### config.mk
export PLATFORM = sky130hd
export DESIGN_NAME = neuron_layer_stream
export DESIGN_NICKNAME = d
export VERILOG_FILES = /design/src/rtl/neuron_layer_stream.sv
export SDC_FILE = /design/constraint.sdc
export NUM_CORES = 1
export LEC_CHECK = 0
export CORE_AREA = 3 3 87 89
export DETAILED_ROUTE_END_ITERATION = 6
export DIE_AREA = 0 0 90 92
export PLACE_DENSITY = 0.85
export REMOVE_ABC_BUFFERS = 1
export SLEW_MARGIN = 40
export SYNTH_ARGS = -nofsm -noshare
export SYNTH_HDL_FRONTEND = slang
export SYNTH_SLANG_ARGS = --single-unit
### constraint.sdc
create_clock -name clk -period 10.3 [get_ports clk]
set_clock_uncertainty 0.2 [all_clocks]
set_input_delay 1.03 -clock clk [delete_from_list [all_inputs] [get_ports clk]]
set_output_delay 1.03 -clock clk [all_outputs]
set_load 0.005 [all_outputs]
### src/rtl/neuron_layer_stream.sv
// Neuron value register bank: addressed overwrite / saturating-accumulate loads, streamed out with optional ReLU.
// Latency: loads visible on values one cycle after the load edge; first beat valid the cycle after stream_start.
// Backpressure: out_ready low holds out_valid/out_index/out_data; loads are rejected while streaming.
module neuron_layer_stream #(
   parameter int DATA_WIDTH  = 16,
   parameter int NUM_NEURONS = 2,
   parameter int ADDR_WIDTH  = 16,
   parameter int RELU_EN     = 1,
   localparam int IW         = (NUM_NEURONS > 1) ? $clog2(NUM_NEURONS) : 1
) (
   input  logic                              clk,
   input  logic                              reset,
   input  logic                              clear,
   input  logic                              load_en,
   input  logic                              load_mode,
   input  logic [ADDR_WIDTH-1:0]             load_address,
   input  logic [DATA_WIDTH-1:0]             load_value,
   output logic                              load_reject,
   output logic [NUM_NEURONS*DATA_WIDTH-1:0] values,
   input  logic                              stream_start,
   output logic                              busy,
   output logic                              out_valid,
   input  logic                              out_ready,
   output logic [DATA_WIDTH-1:0]             out_data,
   output logic [IW-1:0]                     out_index,
   output logic                              out_last,
   output logic                              done
);

   typedef enum logic [1:0] {
      S_IDLE,
      S_STREAM,
      S_DONE
   } state_t;

   state_t                        state;
   state_t                        state_nxt;
   logic signed [DATA_WIDTH-1:0]  regs [NUM_NEURONS];
   logic                          addr_in_range;
   logic                          load_ok;
   logic [NUM_NEURONS-1:0]        hit;
   logic                          xfer;
   logic [DATA_WIDTH-1:0]         cur;

   // Add at DATA_WIDTH+1 bits; a disagreement between the top two sum bits means overflow,
   // and the top bit then tells which rail to clamp to.
   function automatic logic [DATA_WIDTH-1:0] sat_add(input logic [DATA_WIDTH-1:0] a,
                                                     input logic [DATA_WIDTH-1:0] b);
      logic [DATA_WIDTH:0] s;
      s = {a[DATA_WIDTH-1], a} + {b[DATA_WIDTH-1], b};
      if (s[DATA_WIDTH] != s[DATA_WIDTH-1]) begin
         return s[DATA_WIDTH] ? {1'b1, {(DATA_WIDTH-1){1'b0}}} : {1'b0, {(DATA_WIDTH-1){1'b1}}};
      end
      return s[DATA_WIDTH-1:0];
   endfunction

   // Load qualification: clear wins, and the bank is frozen outside IDLE so streamed data is stable.
   always_comb begin
      addr_in_range = {1'b0, load_address} < (ADDR_WIDTH+1)'(NUM_NEURONS);
      load_ok       = load_en && !clear && (state == S_IDLE) && addr_in_range;
      for (int i = 0; i < NUM_NEURONS; i++) begin
         hit[i] = load_ok && ({1'b0, load_address} == (ADDR_WIDTH+1)'(i));
      end
   end

   // Neuron register bank: clear > load > hold.
   always_ff @(posedge clk or negedge reset) begin
      if (!reset) begin
         for (int i = 0; i < NUM_NEURONS; i++) regs[i] <= '0;
      end else if (clear) begin
         for (int i = 0; i < NUM_NEURONS; i++) regs[i] <= '0;
      end else begin
         for (int i = 0; i < NUM_NEURONS; i++) begin
            if (hit[i]) regs[i] <= load_mode ? sat_add(regs[i], load_value) : load_value;
         end
      end
   end

   // Reject pulse is registered so it lines up with the cycle the load would have become visible.
   always_ff @(posedge clk or negedge reset) begin
      if (!reset) load_reject <= 1'b0;
      else        load_reject <= load_en && !clear && !load_ok;
   end

   // FSM state register.
   always_ff @(posedge clk or negedge reset) begin
      if (!reset) state <= S_IDLE;
      else        state <= state_nxt;
   end

   // Next-state and state-decoded outputs.
   always_comb begin
      state_nxt = state;
      out_valid = 1'b0;
      done      = 1'b0;
      busy      = 1'b0;
      case (state)
         S_IDLE: begin
            if (stream_start) state_nxt = S_STREAM;
         end
         S_STREAM: begin
            out_valid = 1'b1;
            busy      = 1'b1;
            if (out_ready && out_last) state_nxt = S_DONE;
         end
         S_DONE: begin
            done      = 1'b1;
            busy      = 1'b1;
            state_nxt = S_IDLE;
         end
         default: state_nxt = S_IDLE;
      endcase
   end

   assign xfer     = out_valid && out_ready;
   assign out_last = out_valid && (out_index == IW'(NUM_NEURONS - 1));

   // Beat index: advances on each transfer and rewinds to 0 on the final one.
   always_ff @(posedge clk or negedge reset) begin
      if (!reset) begin
         out_index <= '0;
      end else if (xfer) begin
         out_index <= out_last ? '0 : out_index + IW'(1);
      end
   end

   // Combinational read of the current beat, optionally rectified.
   always_comb begin
      cur      = regs[out_index];
      out_data = cur;
      if ((RELU_EN != 0) && cur[DATA_WIDTH-1]) out_data = '0;
   end

   // Flatten the bank onto the raw values bus, neuron i in slice i.
   always_comb begin
      values = '0;
      for (int i = 0; i < NUM_NEURONS; i++) begin
         values[i*DATA_WIDTH +: DATA_WIDTH] = regs[i];
      end
   end

endmodule

==> out/results.tsv <==
metric	value	unit
status	finished, final reports clean	
drt.antenna.violating_nets	0	
cts.hold.buffers_added	0	
fin_area	0.00477	sq mm
max_slew_margin	46.5	%
grt_use_total	29.2	%
cts_max_level	2	
placementRows	30	
grt-ovfl-total	0	
netlist_area	0.00365	sq mm
grt_max_degree	37	
path_class	input port to flip-flop	
comb_power_share	34.9	%
largest_cell_class	logic gates	
buffer_area_share	19.8	%
comb_area_share	55.7	%
path_clk_slew	0.07	ns
grt_pass1_wl	19700	microns
synth_seq_share	24.7	%
fin_cells	634	
die_x	90	microns
peakVddDrop	0.0613	mV
ys_sh_xor	5.28	%
### The clock network

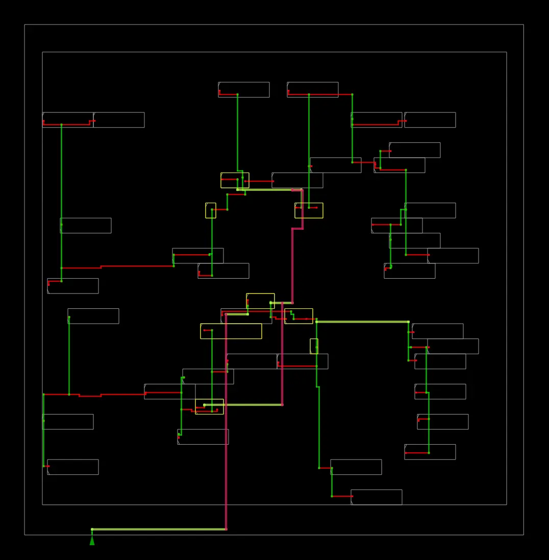
clk sinks: 36
Worst-Skew Late Latency: 0.30 ns
clock buffers: 6
CTS Buf Count: 5
seq_cells: 36

### Wires at chosen ports, followed through buffers

Scale bar: 20 microns.
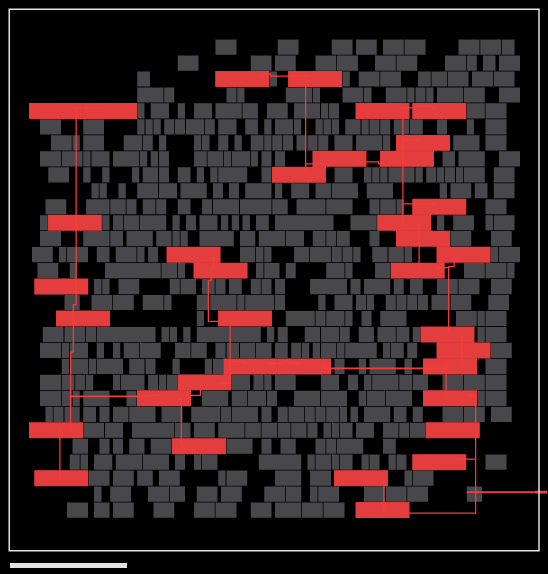
[`reset`] red | bits: 1 | direction: input | end cells: 36 | buffers: 1 | wire: 332 microns

### Sequential cells coloured by netlist name

Scale bar: 20 microns. Other sequential cells in the stronger grey, the rest of the logic in the fainter grey.
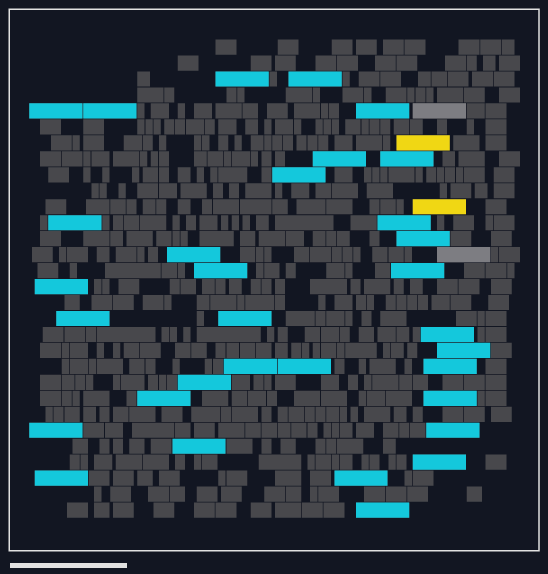
[`state`] yellow | flops: 2
[`values`] cyan | flops: 32 | where: widely spread
not coloured: 2

